<file path="src/rtl/seq_det_pkg.sv">
// seq_det_pkg: shared definitions for the programmable sequence detector.
//   - Default configuration applied at reset. It reproduces the fixed 4-bit
//     "1010" overlapping detector that this block replaces.
//   - len_w(): width of a field that holds a length from 0 to max_len.
//   - fill_state_e: classifies how much history the detector holds.
package seq_det_pkg;

    localparam logic [3:0] DEF_PATTERN_LO = 4'b1010;
    localparam int         DEF_LEN        = 4;
    localparam logic       DEF_OVERLAP    = 1'b1;

    // EMPTY   : no history bits are held
    // PARTIAL : some history is held, but not enough for a match
    // PRIMED  : enough history is held that the next accepted bit can match
    typedef enum logic [1:0] {
        EMPTY,
        PARTIAL,
        PRIMED
    } fill_state_e;

    function automatic int len_w(input int max_len);
        return $clog2(max_len + 1);
    endfunction

endpackage

</file>
<file path="src/rtl/sat_counter.sv">
// sat_counter: saturating up-counter with a synchronous clear.
//   clk, rst_n : clock, and an asynchronous active-low reset to 0
//   inc        : count one event; the count holds at all-ones
//   clr        : load 0, or load 1 when inc is also set, so a coincident
//                event is not lost
//   cnt        : current count (registered)
module sat_counter #(
    parameter int W = 16
) (
    input  logic         clk,
    input  logic         rst_n,
    input  logic         inc,
    input  logic         clr,
    output logic [W-1:0] cnt
);

    logic [W-1:0] cnt_q;
    logic [W-1:0] cnt_d;

    always_comb begin
        cnt_d = cnt_q;
        if (clr) begin
            cnt_d = inc ? W'(1) : '0;
        end else if (inc && (cnt_q != '1)) begin
            cnt_d = cnt_q + W'(1);
        end
    end

    always_ff @(posedge clk or negedge rst_n) begin
        if (!rst_n) begin
            cnt_q <= '0;
        end else begin
            cnt_q <= cnt_d;
        end
    end

    assign cnt = cnt_q;

endmodule

</file>
<file path="src/rtl/seq_det_prog.sv">
// seq_det_prog: programmable serial bit-pattern detector.
//   cfg_load, cfg_pattern, cfg_len, cfg_overlap : load a new pattern. The
//       MSB of the active length is received first. The load is rejected
//       when cfg_len is 0 or greater than MAX_LEN.
//   cfg_err   : registered one-cycle pulse after a rejected load
//   in_valid, x : serial input bit and its qualifier
//   z         : combinational Mealy match flag, raised in the same cycle
//               as the final pattern bit
//   cnt_clr, match_cnt : synchronous clear, and the saturating count of z
//
// Input semantics: a bit is accepted on a rising edge only when
// in_valid=1 and cfg_load=0. There is no back-pressure. Cycles where
// in_valid=0 leave all detector state untouched.
module seq_det_prog
    import seq_det_pkg::*;
#(
    parameter  int MAX_LEN = 8,
    parameter  int CNT_W   = 16,
    localparam int LEN_W   = len_w(MAX_LEN)
) (
    input  logic               clk,
    input  logic               rst_n,
    input  logic               cfg_load,
    input  logic [MAX_LEN-1:0] cfg_pattern,
    input  logic [LEN_W-1:0]   cfg_len,
    input  logic               cfg_overlap,
    output logic               cfg_err,
    input  logic               in_valid,
    input  logic               x,
    output logic               z,
    input  logic               cnt_clr,
    output logic [CNT_W-1:0]   match_cnt
);

    typedef logic [MAX_LEN-1:0] pat_t;
    localparam logic [LEN_W-1:0] FILL_MAX = LEN_W'(MAX_LEN - 1);

    logic [MAX_LEN-1:0] pattern_q, pattern_d;
    logic [LEN_W-1:0]   len_q, len_d;
    logic               overlap_q, overlap_d;
    logic [MAX_LEN-2:0] hist_q, hist_d;
    logic [LEN_W-1:0]   fill_q, fill_d;
    logic               cfg_err_q, cfg_err_d;

    logic [MAX_LEN-1:0] window;
    logic               primed;
    logic               match;
    logic               cfg_legal;
    fill_state_e        fill_state;

    // Sets bits [len-1:0]. This restricts the compare to the active pattern.
    function automatic logic [MAX_LEN-1:0] len_mask(input logic [LEN_W-1:0] len);
        logic [MAX_LEN-1:0] m;
        m = '0;
        for (int i = 0; i < MAX_LEN; i++) begin
            m[i] = (i < int'(len));
        end
        return m;
    endfunction

    // Compare path: uses registered state and live inputs only.
    // len_q is never 0, so len_q-1 cannot underflow.
    assign window    = {hist_q, x};
    assign primed    = (fill_q >= (len_q - LEN_W'(1)));
    assign match     = (((window ^ pattern_q) & len_mask(len_q)) == '0) && primed;
    assign z         = in_valid && !cfg_load && match;
    assign cfg_legal = (cfg_len != '0) && (int'(cfg_len) <= MAX_LEN);

    always_comb begin
        if (primed) begin
            fill_state = PRIMED;
        end else if (fill_q == '0) begin
            fill_state = EMPTY;
        end else begin
            fill_state = PARTIAL;
        end
    end

    always_comb begin
        pattern_d = pattern_q;
        len_d     = len_q;
        overlap_d = overlap_q;
        hist_d    = hist_q;
        fill_d    = fill_q;
        cfg_err_d = 1'b0;
        if (cfg_load) begin
            // The serial bit in a load cycle is always dropped.
            if (cfg_legal) begin
                pattern_d = cfg_pattern;
                len_d     = cfg_len;
                overlap_d = cfg_overlap;
                fill_d    = '0;
            end else begin
                cfg_err_d = 1'b1;
            end
        end else if (in_valid) begin
            hist_d = {hist_q[MAX_LEN-3:0], x};
            if (z && !overlap_q) begin
                // Restart the fill so that no bit of this match is reused.
                fill_d = '0;
            end else if (fill_q != FILL_MAX) begin
                fill_d = fill_q + LEN_W'(1);
            end
        end
    end

    always_ff @(posedge clk or negedge rst_n) begin
        if (!rst_n) begin
            pattern_q <= pat_t'(DEF_PATTERN_LO);
            len_q     <= LEN_W'(DEF_LEN);
            overlap_q <= DEF_OVERLAP;
            hist_q    <= '0;
            fill_q    <= '0;
            cfg_err_q <= 1'b0;
        end else begin
            pattern_q <= pattern_d;
            len_q     <= len_d;
            overlap_q <= overlap_d;
            hist_q    <= hist_d;
            fill_q    <= fill_d;
            cfg_err_q <= cfg_err_d;
        end
    end

    // A match can only occur once enough history is held.
    always_ff @(posedge clk) begin
        if (z) begin
            assert (fill_state == PRIMED);
        end
    end

    assign cfg_err = cfg_err_q;

    sat_counter #(
        .W(CNT_W)
    ) u_match_cnt (
        .clk  (clk),
        .rst_n(rst_n),
        .inc  (z),
        .clr  (cnt_clr),
        .cnt  (match_cnt)
    );

endmodule

</file>
<file path="config.mk">
export PLATFORM = sky130hd
export DESIGN_NAME = seq_det_prog
export DESIGN_NICKNAME = d
export VERILOG_FILES = /design/src/rtl/seq_det_pkg.sv /design/src/rtl/sat_counter.sv /design/src/rtl/seq_det_prog.sv
export SDC_FILE = /design/constraint.sdc
export NUM_CORES = 1
export LEC_CHECK = 0
export ABC_AREA = 1
export CAP_MARGIN = 20
export CORE_ASPECT_RATIO = 0.75
export CORE_MARGIN = 2
export CORE_UTILIZATION = 54
export CTS_CLUSTER_SIZE = 40
export DETAILED_ROUTE_END_ITERATION = 6
export PLACE_DENSITY = 0.79
export SKIP_CTS_REPAIR_TIMING = 1
export SLEW_MARGIN = 10
export SYNTH_ARGS = -nofsm -noshare
export SYNTH_HDL_FRONTEND = slang
export SYNTH_SLANG_ARGS = --single-unit
</file>
<file path="constraint.sdc">
create_clock -name clk -period 3.1 [get_ports clk]
set_clock_uncertainty 0.1 [all_clocks]
set_input_delay 0.775 -clock clk [delete_from_list [all_inputs] [get_ports clk]]
set_output_delay 0.775 -clock clk [all_outputs]
set_load 0.005 [all_outputs]
</file>
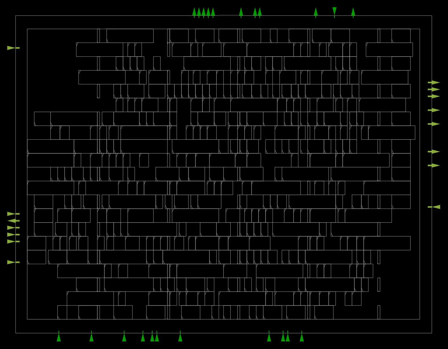
**Above:** run 1 (placement view).
final instance count without filler cells: 441
Placeable Area: 0.004414 mm2
filler cell count: 367
number of core rows: 21

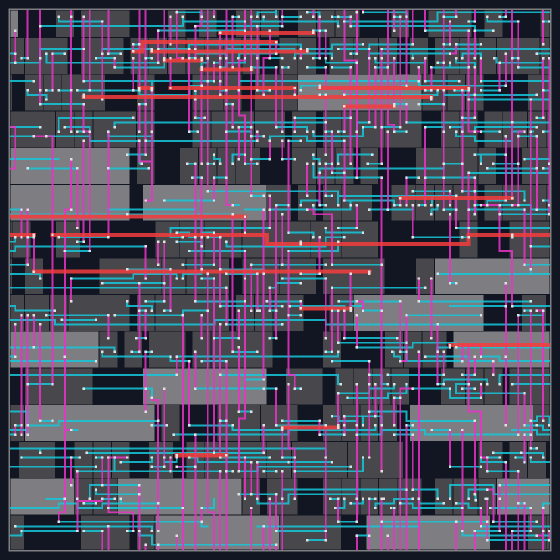
**Above:** run 1 (zoomed window).
Window x 21 to 61, y 11 to 51 um. Cells in gray, sequential cells in the stronger gray; small squares are vias.
magenta -> metal 2
red -> metal 3
cyan -> metal 1
netlist names of flops here include = `hist_q` (4), `len_q` (4), `u_match_cnt.cnt` (4)
sequential cells in the window = 15
cells with their middle in the window = 184
most frequent = nand2_1 (46), nor2_1 (26)

==> flow_summary.html, run 1 <==
<!-- implementation run metrics -->
<table>
<tr><th>Metric</th><th>Value</th></tr>
<tr><th colspan="2">Clock network</th></tr>
<tr><td>Post-CTS clock slew at the launch and capture registers of the worst setup and hold paths</td><td>0.08 ns</td></tr>
<tr><td>CTS sink cnt</td><td>41</td></tr>
<tr><td>Num CTS Buffers</td><td>5</td></tr>
<tr><td>CTS tree</td><td>yes</td></tr>
<tr><td>Latency at later pin</td><td>0.29 ns</td></tr>
<tr><td>Clock root cell</td><td>sky130_fd_sc_hd__clkbuf_8</td></tr>
<tr><td>H-tree depth</td><td>2</td></tr>
<tr><td>Maximum buffer depth of the clock tree</td><td>2</td></tr>
<tr><th colspan="2">Worst hold path</th></tr>
<tr><td>Path category of the worst min-delay check</td><td>reg2reg</td></tr>
<tr><td>Hold path depth</td><td>2</td></tr>
<tr><td>Hold Path End</td><td>overlap_q$_DFFE_PN1P_</td></tr>
<tr><td>Hold Startpoint</td><td>overlap_q$_DFFE_PN1P_</td></tr>
<tr><th colspan="2">Routing</th></tr>
<tr><td>Vias per cell</td><td>5.077</td></tr>
<tr><td>DRT Wirelength</td><td>5440 um</td></tr>
<tr><td>Initial detailed-routing violation count</td><td>140</td></tr>
<tr><td>1st-pass router iterations</td><td>4</td></tr>
<tr><td>Antenna-violating nets left</td><td>0</td></tr>
<tr><td>Number of vias after detailed routing</td><td>2,239</td></tr>
<tr><td>Drc violations</td><td>0</td></tr>
<tr><th colspan="2">Power and ir drop</th></tr>
<tr><td>Register share of total power</td><td>0.476</td></tr>
<tr><td>Comb power</td><td>0.000373 W</td></tr>
<tr><td>Proportion of power drawn by the clock network</td><td>0.250</td></tr>
<tr><td>P_seq</td><td>0.000649 W</td></tr>
<tr><td>Switching share of power</td><td>0.3165</td></tr>
<tr><td>Power, Total</td><td>0.001363 W</td></tr>
<tr><td>Cell internal pwr</td><td>0.0009314 W</td></tr>
<tr><td>P_sw</td><td>0.0004312 W</td></tr>
<tr><td>Worst VDD drop</td><td>0.2790 mV</td></tr>
<tr><td>Power density over cell area</td><td>451.3 mW/mm2</td></tr>
<tr><td>Largest power group</td><td>registers</td></tr>
<tr><td>Comb pwr share</td><td>0.274</td></tr>
<tr><td>Clock network power</td><td>0.000341 W</td></tr>
<tr><td>LEAKAGE</td><td>1.490 nW</td></tr>
<tr><th colspan="2">Critical path</th></tr>
<tr><td>Worst Setup EP</td><td>z</td></tr>
<tr><td>R2R Path End</td><td>u_match_cnt.cnt[12]$_DFFE_PN0P_</td></tr>
<tr><td>Data arrival, critical path</td><td>2.15 ns</td></tr>
<tr><td>Path depth of the worst reg2reg path</td><td>17</td></tr>
<tr><td>Reg2Reg Launch Point</td><td>len_q[2]$_DFFE_PN1P_</td></tr>
<tr><td>Critical path endpoint category</td><td>output pin</td></tr>
<tr><td>CP startpoint</td><td>len_q[2]$_DFFE_PN1P_</td></tr>
<tr><td>Crit-path max FO</td><td>2</td></tr>
<tr><td>Worst R2R Setup Slack</td><td>0.38 ns</td></tr>
<tr><td>Worst setup SP type</td><td>flop</td></tr>
<tr><td>CP Class</td><td>reg2out</td></tr>
<tr><td>Required @ worst endpoint</td><td>2.22 ns</td></tr>
<tr><th colspan="2">STA</th></tr>
<tr><td>Post-layout worst setup margin</td><td>0.07465 ns</td></tr>
<tr><td>Fin crit period</td><td>3.025 ns</td></tr>
<tr><td>Relative slew slack</td><td>0.3887</td></tr>
<tr><td>Total count of max-transition violations in the final report</td><td>0</td></tr>
<tr><td>Achievable Freq</td><td>330.5 MHz</td></tr>
<tr><td>WHS</td><td>0.3921 ns</td></tr>
<tr><td>Final critical-path share of the clock period</td><td>0.9759</td></tr>
<tr><td>Setup tns final</td><td>0 ns</td></tr>
<tr><td>Transition time at the pin with the least slew margin</td><td>0.9169 ns</td></tr>
<tr><td>Number of endpoints failing setup at the final stage</td><td>0</td></tr>
<tr><td>Final Hold Vio Count</td><td>0</td></tr>
<tr><th colspan="2">Place</th></tr>
<tr><td>Area after DPL</td><td>0.002903 mm2</td></tr>
<tr><td>Placed cell count</td><td>430</td></tr>
<tr><td>Placer Congestion</td><td>0.9171</td></tr>
<tr><td>Dpl ws</td><td>-0.1673 ns</td></tr>
<tr><td>Post-DP HPWL</td><td>4018 um</td></tr>
<tr><th colspan="2">Finish</th></tr>
<tr><td>Post-route core utilization</td><td>0.6840</td></tr>
<tr><td>Layout-stage area growth over the synthesis result</td><td>22.67%</td></tr>
<tr><td>Fin nets</td><td>411</td></tr>
<tr><td>Most frequent cells in the layout</td><td>sky130_fd_sc_hd__nand2_1 (104), sky130_fd_sc_hd__nor2_1 (41), sky130_fd_sc_hd__inv_1 (40)</td></tr>
<tr><td>Fraction of final layout cells sized beyond drive strength 1</td><td>0.09375</td></tr>
<tr><td>Ant diodes</td><td>0</td></tr>
<tr><td>Most frequent logic cell in the layout</td><td>sky130_fd_sc_hd__nand2_1</td></tr>
<tr><td>Final design area excluding fillers</td><td>0.003019 mm2</td></tr>
<tr><th colspan="2">Logic synthesis</th></tr>
<tr><td>Adders+Majority by Area</td><td>0.04575</td></tr>
<tr><td>Syn avg cell area</td><td>7.347 um2</td></tr>
<tr><td>Count of synthesis-stage warnings from yosys</td><td>0</td></tr>
<tr><td>Seq share, synth</td><td>0.4189</td></tr>
<tr><td>Post-synth design cell area</td><td>0.002461 mm2</td></tr>
<tr><td>Multiplexer fraction of the synthesized cell area</td><td>0.009151</td></tr>
<tr><td>Net count after synthesis</td><td>363</td></tr>
<tr><td>Cell variety after synth</td><td>27</td></tr>
<tr><td>Yosys stat chip area</td><td>0.002461 mm2</td></tr>
<tr><td>Simple share</td><td>0.3111</td></tr>
<tr><td>Cell count in the Yosys report</td><td>335</td></tr>
<tr><td>Post-synthesis share of cell area spent on and-or and or-and gates</td><td>0.06812</td></tr>
<tr><td>Flip-flop and latch count after synthesis</td><td>41</td></tr>
<tr><td>Largest combinational cell category by area</td><td>simple AND/OR/NAND/NOR gates</td></tr>
<tr><td>XORs/XNORs by Area</td><td>0.05694</td></tr>
<tr><td>Post-Synthesis Cells</td><td>335</td></tr>
<tr><th colspan="2">Die</th></tr>
<tr><td>Initial cell density of the core</td><td>0.5575</td></tr>
<tr><td>Boundary Pins</td><td>37</td></tr>
<tr><td>Area of the die</td><td>0.005119 mm2</td></tr>
<tr><th colspan="2">Run</th></tr>
<tr><td>Count of warning messages emitted by the tools</td><td>28</td></tr>
<tr><td>Max_cap viols</td><td>0</td></tr>
<tr><th colspan="2">Global route</th></tr>
<tr><td>Global-route wire length before repair</td><td>9604 um</td></tr>
<tr><td>Number of global-route vias before repair</td><td>2,094</td></tr>
<tr><td>Antenna violations before repair</td><td>0</td></tr>
<tr><td>Maximum number of pins on one net before global-route repair</td><td>42</td></tr>
<tr><td>Global route overflow</td><td>0</td></tr>
<tr><th colspan="2">Status</th></tr>
<tr><td>Status</td><td>finished clean</td></tr>
</table>
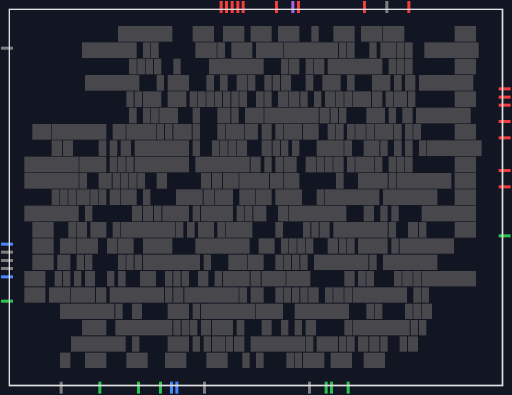
**Above:** run 1 (pin placement).
(6 px per um) Pins as bars across the die edge, other pins in gray.
green -> `cfg_pattern`  # pins 8, direction input, edge 6 bottom, 1 right, 1 left
purple -> `z`  # pins 1, direction output, edge top
blue -> `cfg_len`  # pins 4, direction input, edge 2 bottom, 2 left
red -> `match_cnt`  # pins 16, direction output, edge 9 top, 7 right
all pins by edge = 11 bottom, 11 top, 8 right, 7 left
Vert. Die Dim: 62.47 um
die width: 81.96 um
total of buffers placed on input and output ports: 36

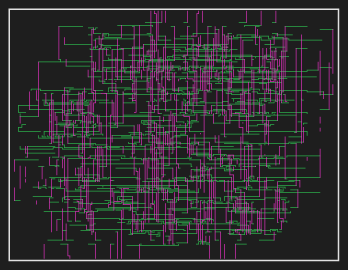
**Above:** run 1 (routed metal, one color a layer).
(4 px per um) Two of the layers only.
green -> metal 1  # wire length 2,700 um
magenta -> metal 2  # wire length 2,430 um
post-DR wirelength/cell: 12.34 um
Global Route Usage Sum: 0.2386

==> run 1: layout make-up <==
class | instances | area, um2 | share of cell area
clock buffer | 8 | 80.08 | 0.02652
inverter | 43 | 161.4 | 0.05346
multi-input combinational | 243 | 1220 | 0.4041
sequential | 41 | 1031 | 0.3415
tap | 57 | 71.32 | 0.02362
timing repair buffer | 49 | 455.4 | 0.1508
==> run 1: state kept, by name, indices dropped and copies added, names as in the netlist <==
name,cells
len_q,4
pattern_q,8
cfg_err,1
fill_q,4
hist_q,7
overlap_q,1
u_match_cnt.cnt,16
==> run 1: critical path, stage by stage (launching register included) <==
cell and delay, ns:
sky130_fd_sc_hd__dfstp_2 0.53, sky130_fd_sc_hd__inv_1 0.06, sky130_fd_sc_hd__nand3_2 0.09, sky130_fd_sc_hd__xor2_1 0.15, sky130_fd_sc_hd__inv_1 0.06, sky130_fd_sc_hd__ha_1 0.29, sky130_fd_sc_hd__nand2_1 0.06, sky130_fd_sc_hd__inv_1 0.07
sky130_fd_sc_hd__o21ai_0 0.07, sky130_fd_sc_hd__nand3_1 0.13, sky130_fd_sc_hd__and3_4 0.21, sky130_fd_sc_hd__dlymetal6s2s_1 0.13
==> run 1: layer usage <==
layer,global-route usage,up-vias,share of wire
li1,-,1144,-
met1,0.3573,1030,0.50
met2,0.3567,61,0.45
met3,0.04769,4,0.053
met4,0.05208,0,0.0053
met5,0,-,0
==> run 1: logic make-up (layout without fill, tap and decap cells) <==
group / after synthesis / count (layout)
AND/OR/NAND/NOR: 183 / 183
buffers and inverters: 51 / 100
flip-flops: 41 / 41
AND-OR/OR-AND: 33 / 33
XOR/XNOR: 16 / 16
adder cells (fa/ha/maj): 9 / 9
multiplexers: 2 / 2
==> run 1: synth_stat cells <==
master,count,area [um2]
sky130_fd_sc_hd__nor3b_1,1,7.510
sky130_fd_sc_hd__nand2_1,104,390.4
sky130_fd_sc_hd__clkbuf_1,2,7.510
sky130_fd_sc_hd__inv_1,42,157.7
sky130_fd_sc_hd__nor2_4,1,11.26
sky130_fd_sc_hd__nand4_1,8,50.05
sky130_fd_sc_hd__and3_2,1,7.510
sky130_fd_sc_hd__a21oi_1,15,75.07
sky130_fd_sc_hd__o21bai_1,1,7.510
sky130_fd_sc_hd__inv_2,1,3.750
sky130_fd_sc_hd__nor2_2,2,12.51
sky130_fd_sc_hd__o21ai_1,6,30.03
sky130_fd_sc_hd__nand3_1,19,95.09
sky130_fd_sc_hd__buf_6,4,45.04
sky130_fd_sc_hd__xnor2_1,1,8.760
sky130_fd_sc_hd__nand2_2,1,6.260
sky130_fd_sc_hd__o21ai_0,11,55.05
sky130_fd_sc_hd__xor2_1,15,131.4
sky130_fd_sc_hd__buf_1,2,7.510
sky130_fd_sc_hd__mux2_2,2,22.52
sky130_fd_sc_hd__ha_1,9,112.6
sky130_fd_sc_hd__dfstp_2,4,105.1
sky130_fd_sc_hd__or2_1,1,6.260
sky130_fd_sc_hd__nor3_1,3,15.01
sky130_fd_sc_hd__dfrtp_1,37,925.9
sky130_fd_sc_hd__nand3_2,1,10.01
sky130_fd_sc_hd__nor2_1,41,153.9
**Run 1: met2 routing**

(4 px per um) Cells faint in the background.
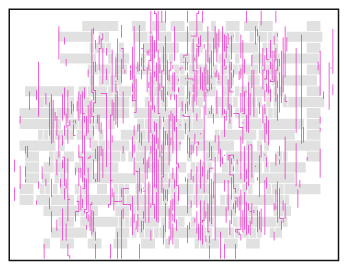

==> run 2, diff against run 1 <==
--- a/config.mk
+++ b/config.mk
@@ -13,6 +13,7 @@
 export CTS_CLUSTER_SIZE = 40
 export DETAILED_ROUTE_END_ITERATION = 6
 export PLACE_DENSITY = 0.79
+export SETUP_SLACK_MARGIN = 0.05
 export SKIP_CTS_REPAIR_TIMING = 1
 export SLEW_MARGIN = 10
 export SYNTH_ARGS = -nofsm -noshare
==> constraint.sdc (replaced) <==
create_clock -name clk -period 3.4 [get_ports clk]
set_clock_uncertainty 0.1 [all_clocks]
set_input_delay 0.85 -clock clk [delete_from_list [all_inputs] [get_ports clk]]
set_output_delay 0.85 -clock clk [all_outputs]
set_load 0.005 [all_outputs]
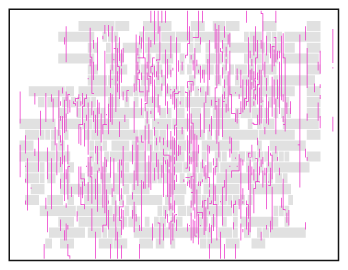
**Above:** run 2 (met2 routing).
(4 px per um) Cells faint in the background.
share of all routed wire = 43%
nets with wire on the layer = 302
main direction = vertical
wire length on this layer = 2,280 um
longest straight run = 38.1 um
DRT Wirelength: 5309 um
global-route track usage on met2: 0.3476

==> flow_summary.html, run 2 <==
<!-- implementation run metrics -->
<table>
<tr><th>Metric</th><th>Value</th></tr>
<tr><th colspan="2">Status</th></tr>
<tr><td>Status</td><td>finished clean</td></tr>
<tr><th colspan="2">Die</th></tr>
<tr><td>Initial cell density of the core</td><td>0.5575</td></tr>
<tr><td>Area of the die</td><td>0.005119 mm2</td></tr>
<tr><td>Vert. Die Dim</td><td>62.47 um</td></tr>
<tr><td>Number of core rows</td><td>21</td></tr>
<tr><td>Boundary Pins</td><td>37</td></tr>
<tr><td>Placeable Area</td><td>0.004414 mm2</td></tr>
<tr><td>Die width</td><td>81.96 um</td></tr>
<tr><th colspan="2">Finish</th></tr>
<tr><td>Most frequent logic cell in the layout</td><td>sky130_fd_sc_hd__nand2_1</td></tr>
<tr><td>Fin nets</td><td>407</td></tr>
<tr><td>Filler cell count</td><td>378</td></tr>
<tr><td>Ant diodes</td><td>0</td></tr>
<tr><td>Layout-stage area growth over the synthesis result</td><td>21.35%</td></tr>
<tr><td>Final instance count without filler cells</td><td>437</td></tr>
<tr><td>Most frequent cells in the layout</td><td>sky130_fd_sc_hd__nand2_1 (104), sky130_fd_sc_hd__inv_1 (42), sky130_fd_sc_hd__nor2_1 (41)</td></tr>
<tr><td>Post-route core utilization</td><td>0.6766</td></tr>
<tr><td>Fraction of final layout cells sized beyond drive strength 1</td><td>0.07632</td></tr>
<tr><th colspan="2">Routing</th></tr>
<tr><td>Post-DR wirelength/cell</td><td>12.15 um</td></tr>
<tr><td>1st-pass router iterations</td><td>5</td></tr>
<tr><td>Drc violations</td><td>0</td></tr>
<tr><td>Vias per cell</td><td>5.057</td></tr>
<tr><td>Initial detailed-routing violation count</td><td>164</td></tr>
<tr><td>Number of vias after detailed routing</td><td>2,210</td></tr>
<tr><td>Antenna-violating nets left</td><td>0</td></tr>
<tr><th colspan="2">Place</th></tr>
<tr><td>Total of buffers placed on input and output ports</td><td>36</td></tr>
<tr><td>Placer Congestion</td><td>0.8927</td></tr>
<tr><td>Post-DP HPWL</td><td>3954 um</td></tr>
<tr><th colspan="2">Logic synthesis</th></tr>
<tr><td>Most common reg cell</td><td>sky130_fd_sc_hd__dfrtp_1</td></tr>
<tr><td>Cell count in the Yosys report</td><td>335</td></tr>
<tr><td>Post-Synthesis Cells</td><td>335</td></tr>
<tr><td>Dominant cell by count in the synthesized netlist</td><td>sky130_fd_sc_hd__nand2_1</td></tr>
<tr><td>Top cell types by occurrence after synthesis</td><td>sky130_fd_sc_hd__nand2_1 (104), sky130_fd_sc_hd__inv_1 (42), sky130_fd_sc_hd__nor2_1 (41), sky130_fd_sc_hd__dfrtp_1 (37), sky130_fd_sc_hd__nand3_1 (19)</td></tr>
<tr><td>Syn avg cell area</td><td>7.347 um2</td></tr>
<tr><td>Post-synth design cell area</td><td>0.002461 mm2</td></tr>
<tr><td>Count of flip-flops with a built-in enable after synthesis</td><td>0</td></tr>
<tr><td>Yosys stat chip area</td><td>0.002461 mm2</td></tr>
<tr><td>Proportion of register bits with asynchronous set or reset after synthesis</td><td>1.000</td></tr>
<tr><td>Net count after synthesis</td><td>363</td></tr>
<tr><td>Count of synthesis-stage warnings from yosys</td><td>0</td></tr>
<tr><th colspan="2">STA</th></tr>
<tr><td>Achievable Freq</td><td>324.3 MHz</td></tr>
<tr><td>Final critical-path share of the clock period</td><td>0.9070</td></tr>
<tr><td>Setup tns final</td><td>0 ns</td></tr>
<tr><td>RSZ-0062 raised after global routing</td><td>false</td></tr>
<tr><td>WHS</td><td>0.3876 ns</td></tr>
<tr><td>Total count of max-transition violations in the final report</td><td>0</td></tr>
<tr><td>Transition time at the pin with the least slew margin</td><td>0.9247 ns</td></tr>
<tr><td>Relative slew slack</td><td>0.3835</td></tr>
<tr><td>Final Hold Vio Count</td><td>0</td></tr>
<tr><td>Number of endpoints failing setup at the final stage</td><td>0</td></tr>
<tr><td>Fin crit period</td><td>3.084 ns</td></tr>
<tr><th colspan="2">Critical path</th></tr>
<tr><td>Worst setup SP type</td><td>flop</td></tr>
<tr><td>Crit-path max FO</td><td>5</td></tr>
<tr><td>Data arrival, critical path</td><td>2.13 ns</td></tr>
<tr><td>CP Class</td><td>reg2out</td></tr>
<tr><td>Path depth of the worst reg2reg path</td><td>14</td></tr>
<tr><td>Critical path endpoint category</td><td>output pin</td></tr>
<tr><th colspan="2">Worst hold path</th></tr>
<tr><td>Hold path depth</td><td>2</td></tr>
<tr><td>Path category of the worst min-delay check</td><td>reg2reg</td></tr>
<tr><th colspan="2">Global route</th></tr>
<tr><td>Global-route wire length before repair</td><td>9694 um</td></tr>
<tr><td>Maximum number of pins on one net before global-route repair</td><td>42</td></tr>
<tr><td>Antenna violations before repair</td><td>0</td></tr>
<tr><td>Global route overflow</td><td>0</td></tr>
<tr><td>Number of global-route vias before repair</td><td>2,087</td></tr>
<tr><th colspan="2">Power and ir drop</th></tr>
<tr><td>LEAKAGE</td><td>1.480 nW</td></tr>
<tr><td>Worst VDD drop</td><td>0.2847 mV</td></tr>
<tr><td>Power density over cell area</td><td>399.8 mW/mm2</td></tr>
<tr><th colspan="2">Clock network</th></tr>
<tr><td>Post-CTS clock slew at the launch and capture registers of the worst setup and hold paths</td><td>0.07 ns</td></tr>
<tr><td>Maximum buffer depth of the clock tree</td><td>2</td></tr>
<tr><td>Latency at later pin</td><td>0.29 ns</td></tr>
<tr><td>Num CTS Buffers</td><td>5</td></tr>
<tr><td>H-tree depth</td><td>2</td></tr>
<tr><td>Clock root cell</td><td>sky130_fd_sc_hd__clkbuf_8</td></tr>
<tr><td>CTS sink cnt</td><td>41</td></tr>
<tr><td>CTS tree</td><td>yes</td></tr>
<tr><th colspan="2">Run</th></tr>
<tr><td>Max_cap viols</td><td>0</td></tr>
<tr><td>Count of warning messages emitted by the tools</td><td>28</td></tr>
</table>
==> run 2: routing by layer <==
metal	vias up	GRT usage	routed length (um)
li1	1133	-	-
met1	1011	0.3699	2689
met2	58	0.3476	2280
met3	8	0.04480	272
met4	0	0.06875	66
met5	-	0	0
==> run 2: kinds of logic after synthesis <==
logic type,Yosys count,share of synthesized area
adders and majority gates,9,0.04576
and+or+nand+nor,183,0.3111
xor gates and xnor gates,16,0.05694
DFF,41,0.4189
muxes,2,0.009150
buffers and inverters,51,0.08998
AOI/OAI and AO/OA,33,0.06812
==> run 2: worst paths after layout <==
path / start / endpoint / slack, ns
worst min-delay path: pattern_q[1]$_DFFE_PN1P_ / pattern_q[1]$_DFFE_PN1P_ / 0.39
min in group asynchronous: rst_n / pattern_q[0]$_DFFE_PN0P_ / 0.59
worst max register to register: len_q[2]$_DFFE_PN1P_ / u_match_cnt.cnt[10]$_DFFE_PN0P_ / 0.91
max in group asynchronous: rst_n / pattern_q[5]$_DFFE_PN0P_ / 2.03
worst max-delay path: len_q[2]$_DFFE_PN1P_ / z / 0.32
worst min register to register: pattern_q[1]$_DFFE_PN1P_ / pattern_q[1]$_DFFE_PN1P_ / 0.39
==> run 2: stage by stage <==
step	worst slack, ns	cell area, um2	total power (W)
CTS	-0.1315	2953	0.001189
detailed placement	-0.01673	2873	0.0008786
global route	0.1666	2987	0.001286
floorplan	0.7663	2461	0.0007878
finish	0.3164	2987	0.001194
global placement	0.006764	2873	0.0008654
==> run 2: report_power, final <==
| part | switching (W) | leakage [nW] | internal, W |
|---|---|---|---|
| Sequential | 0.0000495 | 0.521 | 0.000545 |
| Clock | 0.000161 | 0.0395 | 0.000146 |
| Combinational | 0.000166 | 0.919 | 0.000126 |
| Total | 0.000377 | 1.48 | 0.000817 |
==> run 2: final cells by class <==
cell class	count	area, um2	share of cell area
multi-input combinational	243	1217	0.4076
sequential	41	1031	0.3452
timing repair buffer	45	425.4	0.1424
inverter	43	161.4	0.05404
clock buffer	8	80.08	0.02681
tap	57	71.32	0.02388
==> run 2: critical path: stages (launching register included) <==
cell	delay, ns
sky130_fd_sc_hd__dfstp_2	0.57
sky130_fd_sc_hd__inv_1	0.06
sky130_fd_sc_hd__nand3_1	0.09
sky130_fd_sc_hd__xor2_1	0.15
sky130_fd_sc_hd__inv_1	0.06
sky130_fd_sc_hd__ha_1	0.28
sky130_fd_sc_hd__nand2_1	0.06
sky130_fd_sc_hd__inv_1	0.04
sky130_fd_sc_hd__o21ai_1	0.09
sky130_fd_sc_hd__nand3_2	0.10
sky130_fd_sc_hd__and3_4	0.19
sky130_fd_sc_hd__dlymetal6s2s_1	0.15
**Run 2: routed metal, one color a layer**

(4 px per um) Two of the layers only.
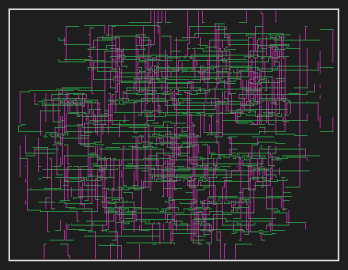

==> run 3, diff against run 2 <==
--- a/config.mk
+++ b/config.mk
@@ -13,9 +13,9 @@
 export CTS_CLUSTER_SIZE = 40
 export DETAILED_ROUTE_END_ITERATION = 6
 export PLACE_DENSITY = 0.79
-export SETUP_SLACK_MARGIN = 0.05
 export SKIP_CTS_REPAIR_TIMING = 1
 export SLEW_MARGIN = 10
 export SYNTH_ARGS = -nofsm -noshare
 export SYNTH_HDL_FRONTEND = slang
 export SYNTH_SLANG_ARGS = --single-unit
+export TNS_END_PERCENT = 20
==> constraint.sdc (replaced) <==
create_clock -name clk -period 3.4 [get_ports clk]
set_clock_uncertainty 0.1 [all_clocks]
set_input_delay 0.85 -clock clk [delete_from_list [all_inputs] [get_ports clk]]
set_output_delay 0.85 -clock clk [all_outputs]
set_load 0.01 [all_outputs]
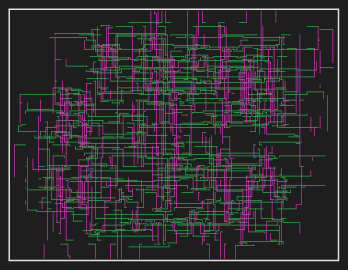
**Above:** run 3 (routed metal, one color a layer).
(4 px per um) Two of the layers only.
magenta -> metal 2  # wire length 2,370 um
green -> metal 1  # wire length 2,730 um
number of vias after detailed routing: 2,207
DRT Wirelength: 5439 um
Global Route Usage Sum: 0.2332
post-DR wirelength/cell: 12.50 um

==> flow_summary.html, run 3 <==
<!-- implementation run metrics -->
<table>
<tr><th>Metric</th><th>Value</th></tr>
<tr><th colspan="2">Power and ir drop</th></tr>
<tr><td>Proportion of power drawn by the clock network</td><td>0.258</td></tr>
<tr><td>Comb pwr share</td><td>0.244</td></tr>
<tr><td>LEAKAGE</td><td>1.468 nW</td></tr>
<tr><td>Register share of total power</td><td>0.498</td></tr>
<tr><td>Power density over cell area</td><td>400.5 mW/mm2</td></tr>
<tr><td>Switching share of power</td><td>0.3170</td></tr>
<tr><td>P_sw</td><td>0.0003772 W</td></tr>
<tr><td>Power, Total</td><td>0.001190 W</td></tr>
<tr><td>Worst VDD drop</td><td>0.3770 mV</td></tr>
<tr><td>Cell internal pwr</td><td>0.0008125 W</td></tr>
<tr><th colspan="2">Finish</th></tr>
<tr><td>Final instance count without filler cells</td><td>435</td></tr>
<tr><td>Area used by sequential logic in the layout</td><td>0.001031 mm2</td></tr>
<tr><td>Layout-stage area growth over the synthesis result</td><td>20.69%</td></tr>
<tr><td>Area of the multi-input gates</td><td>0.001216 mm2</td></tr>
<tr><td>Fin nets</td><td>405</td></tr>
<tr><td>Most frequent cells in the layout</td><td>sky130_fd_sc_hd__nand2_1 (104), sky130_fd_sc_hd__inv_1 (41), sky130_fd_sc_hd__nor2_1 (41)</td></tr>
<tr><td>Ant diodes</td><td>0</td></tr>
<tr><td>Fraction of final layout cells sized beyond drive strength 1</td><td>0.07672</td></tr>
<tr><td>Post-route core utilization</td><td>0.6729</td></tr>
<tr><td>Number of flip-flops in the largest register</td><td>16</td></tr>
<tr><td>Filler cell count</td><td>392</td></tr>
<tr><td>Most frequent logic cell in the layout</td><td>sky130_fd_sc_hd__nand2_1</td></tr>
<tr><th colspan="2">Clock network</th></tr>
<tr><td>Post-CTS clock slew at the launch and capture registers of the worst setup and hold paths</td><td>0.07 ns</td></tr>
<tr><td>H-tree depth</td><td>2</td></tr>
<tr><td>Num CTS Buffers</td><td>5</td></tr>
<tr><td>Maximum buffer depth of the clock tree</td><td>2</td></tr>
<tr><td>CTS tree</td><td>yes</td></tr>
<tr><td>Clock root cell</td><td>sky130_fd_sc_hd__clkbuf_8</td></tr>
<tr><td>Latency at later pin</td><td>0.29 ns</td></tr>
<tr><td>CTS sink cnt</td><td>41</td></tr>
<tr><th colspan="2">STA</th></tr>
<tr><td>Total count of max-transition violations in the final report</td><td>0</td></tr>
<tr><td>Achievable Freq</td><td>316.1 MHz</td></tr>
<tr><td>WHS</td><td>0.3909 ns</td></tr>
<tr><td>Number of endpoints failing setup at the final stage</td><td>0</td></tr>
<tr><td>Final critical-path share of the clock period</td><td>0.9303</td></tr>
<tr><td>Fin crit period</td><td>3.163 ns</td></tr>
<tr><td>Final Hold Vio Count</td><td>0</td></tr>
<tr><td>Setup tns final</td><td>0 ns</td></tr>
<tr><td>Transition time at the pin with the least slew margin</td><td>0.9185 ns</td></tr>
<tr><td>Relative slew slack</td><td>0.3877</td></tr>
<tr><td>RSZ-0062 raised after global routing</td><td>false</td></tr>
<tr><th colspan="2">Die</th></tr>
<tr><td>Initial cell density of the core</td><td>0.5575</td></tr>
<tr><td>Vert. Die Dim</td><td>62.47 um</td></tr>
<tr><td>Boundary Pins</td><td>37</td></tr>
<tr><td>Number of core rows</td><td>21</td></tr>
<tr><td>Die width</td><td>81.96 um</td></tr>
<tr><td>Area of the die</td><td>0.005119 mm2</td></tr>
<tr><td>Placeable Area</td><td>0.004414 mm2</td></tr>
<tr><th colspan="2">Place</th></tr>
<tr><td>Total of buffers placed on input and output ports</td><td>36</td></tr>
<tr><td>Placer Congestion</td><td>0.8987</td></tr>
<tr><td>Post-DP HPWL</td><td>4062 um</td></tr>
<tr><td>Placed cell count</td><td>427</td></tr>
<tr><th colspan="2">Global route</th></tr>
<tr><td>Number of global-route vias before repair</td><td>2,007</td></tr>
<tr><td>Maximum number of pins on one net before global-route repair</td><td>42</td></tr>
<tr><td>Global-route wire length before repair</td><td>9308 um</td></tr>
<tr><td>Global route overflow</td><td>0</td></tr>
<tr><td>Antenna violations before repair</td><td>0</td></tr>
<tr><th colspan="2">Routing</th></tr>
<tr><td>1st-pass router iterations</td><td>5</td></tr>
<tr><td>Drc violations</td><td>0</td></tr>
<tr><td>Vias per cell</td><td>5.074</td></tr>
<tr><td>Initial detailed-routing violation count</td><td>196</td></tr>
<tr><td>Antenna-violating nets left</td><td>0</td></tr>
<tr><th colspan="2">Critical path</th></tr>
<tr><td>CP Class</td><td>reg2out</td></tr>
<tr><td>Worst R2R Setup Slack</td><td>0.93 ns</td></tr>
<tr><td>Data arrival, critical path</td><td>2.21 ns</td></tr>
<tr><td>Required @ worst endpoint</td><td>2.45 ns</td></tr>
<tr><td>Worst Setup EP</td><td>z</td></tr>
<tr><td>Path depth of the worst reg2reg path</td><td>12</td></tr>
<tr><td>CP startpoint</td><td>len_q[1]$_DFFE_PN0P_</td></tr>
<tr><td>Crit-path max FO</td><td>4</td></tr>
<tr><td>Critical path endpoint category</td><td>output pin</td></tr>
<tr><td>Worst setup SP type</td><td>flop</td></tr>
<tr><td>R2R Path End</td><td>u_match_cnt.cnt[15]$_DFFE_PN0P_</td></tr>
<tr><td>Reg2Reg Launch Point</td><td>len_q[1]$_DFFE_PN0P_</td></tr>
<tr><th colspan="2">Run</th></tr>
<tr><td>Count of warning messages emitted by the tools</td><td>28</td></tr>
<tr><td>Max_cap viols</td><td>0</td></tr>
<tr><th colspan="2">Logic synthesis</th></tr>
<tr><td>Syn avg cell area</td><td>7.347 um2</td></tr>
<tr><td>Top cell types by occurrence after synthesis</td><td>sky130_fd_sc_hd__nand2_1 (104), sky130_fd_sc_hd__inv_1 (42), sky130_fd_sc_hd__nor2_1 (41), sky130_fd_sc_hd__dfrtp_1 (37), sky130_fd_sc_hd__nand3_1 (19)</td></tr>
<tr><td>Net count after synthesis</td><td>363</td></tr>
<tr><td>Yosys stat chip area</td><td>0.002461 mm2</td></tr>
<tr><td>Post-Synthesis Cells</td><td>335</td></tr>
<tr><td>Cell count in the Yosys report</td><td>335</td></tr>
<tr><td>Proportion of register bits with asynchronous set or reset after synthesis</td><td>1.000</td></tr>
<tr><td>Count of synthesis-stage warnings from yosys</td><td>0</td></tr>
<tr><td>Cell types with the largest area share after synthesis</td><td>sky130_fd_sc_hd__dfrtp_1 (38%), sky130_fd_sc_hd__nand2_1 (16%), sky130_fd_sc_hd__inv_1 (6.4%)</td></tr>
<tr><td>Flip-flop and latch count after synthesis</td><td>41</td></tr>
<tr><td>Dominant cell by count in the synthesized netlist</td><td>sky130_fd_sc_hd__nand2_1</td></tr>
<tr><td>Post-synth top area cell</td><td>sky130_fd_sc_hd__dfrtp_1</td></tr>
<tr><td>Most common reg cell</td><td>sky130_fd_sc_hd__dfrtp_1</td></tr>
<tr><td>Post-synth design cell area</td><td>0.002461 mm2</td></tr>
<tr><td>Cell variety after synth</td><td>27</td></tr>
<tr><td>Seq share, synth</td><td>0.4189</td></tr>
<tr><td>Fraction of post-synthesis cell area in the top cell type by area</td><td>0.3762</td></tr>
<tr><td>Count of flip-flops with a built-in enable after synthesis</td><td>0</td></tr>
<tr><th colspan="2">Status</th></tr>
<tr><td>Status</td><td>finished clean</td></tr>
<tr><th colspan="2">Worst hold path</th></tr>
<tr><td>Path category of the worst min-delay check</td><td>reg2reg</td></tr>
</table>
==> run 3: cell count changes in the layout (fill, tap and decap cells not counted), sizes merged <==
| cell | delta |
|---|---|
| buf | -2 |
==> run 3: kinds of logic after synthesis <==
logic type / count (synthesis) / share of synthesized area
buffers and inverters: 51 / 0.08998
and+or+nand+nor: 183 / 0.3111
DFF: 41 / 0.4189
muxes: 2 / 0.009150
xor gates and xnor gates: 16 / 0.05694
AOI/OAI and AO/OA: 33 / 0.06812
adders and majority gates: 9 / 0.04576
==> run 3: power groups by stage <==
stage               Combinational, W  Clock, W  Sequential, W
CTS                         0.000287  0.000316       0.000591
finish                      0.000290  0.000307       0.000593
floorplan                   0.000200         0       0.000588
global placement            0.000269         0       0.000598
detailed placement          0.000286         0       0.000600
global route                0.000331  0.000342       0.000601
==> run 3: how the worst min path moves through the flow <==
stage                     cells past startpoint                startpoint                       end
final                                         2     overlap_q$_DFFE_PN1P_     overlap_q$_DFFE_PN1P_
after global routing                          2     overlap_q$_DFFE_PN1P_     overlap_q$_DFFE_PN1P_
after CTS                                     2  pattern_q[1]$_DFFE_PN1P_  pattern_q[1]$_DFFE_PN1P_
after detailed placement                      2  pattern_q[1]$_DFFE_PN1P_  pattern_q[1]$_DFFE_PN1P_
after global placement                        2     overlap_q$_DFFE_PN1P_     overlap_q$_DFFE_PN1P_
after floorplan                               2     overlap_q$_DFFE_PN1P_     overlap_q$_DFFE_PN1P_
==> run 3: cell type report <==
class | instances | share of cell area
multi-input cells | 243 | 0.4094
inverters | 43 | 0.05434
flip-flops and latches | 41 | 0.3471
repair buffers | 43 | 0.1382
clock buffers | 8 | 0.02696
well taps | 57 | 0.02401
==> run 3: through the flow <==
step | worst slack (ns) | area [um2]
6_report | 0.2369 | 2970
5_1_grt | 0.1223 | 2970
4_1_cts | -0.1238 | 2960
3_5_place_dp | -0.04932 | 2880
3_3_place_gp | -0.02796 | 2880
2_1_floorplan | 0.7495 | 2461
==> run 3: per-layer routing <==
layer / wire length (um) / share of wire / GRT usage
met5: 0 / 0 / 0
met4: 40 / 0.0074 / 0.04792
met3: 300 / 0.055 / 0.05347
met2: 2367 / 0.44 / 0.3425
met1: 2730 / 0.50 / 0.3517
==> run 3: worst max-delay path: stages (launching register included) <==
cell and delay [ns]:
sky130_fd_sc_hd__dfrtp_1 0.40, sky130_fd_sc_hd__inv_1 0.12, sky130_fd_sc_hd__ha_2 0.28, sky130_fd_sc_hd__ha_1 0.29, sky130_fd_sc_hd__inv_1 0.06, sky130_fd_sc_hd__nor2_1 0.03, sky130_fd_sc_hd__o21ai_0 0.19, sky130_fd_sc_hd__nand3_2 0.12
sky130_fd_sc_hd__and3_2 0.24, sky130_fd_sc_hd__dlymetal6s2s_1 0.17
Power figures rest on the tool's default switching activity, not on a simulated workload.
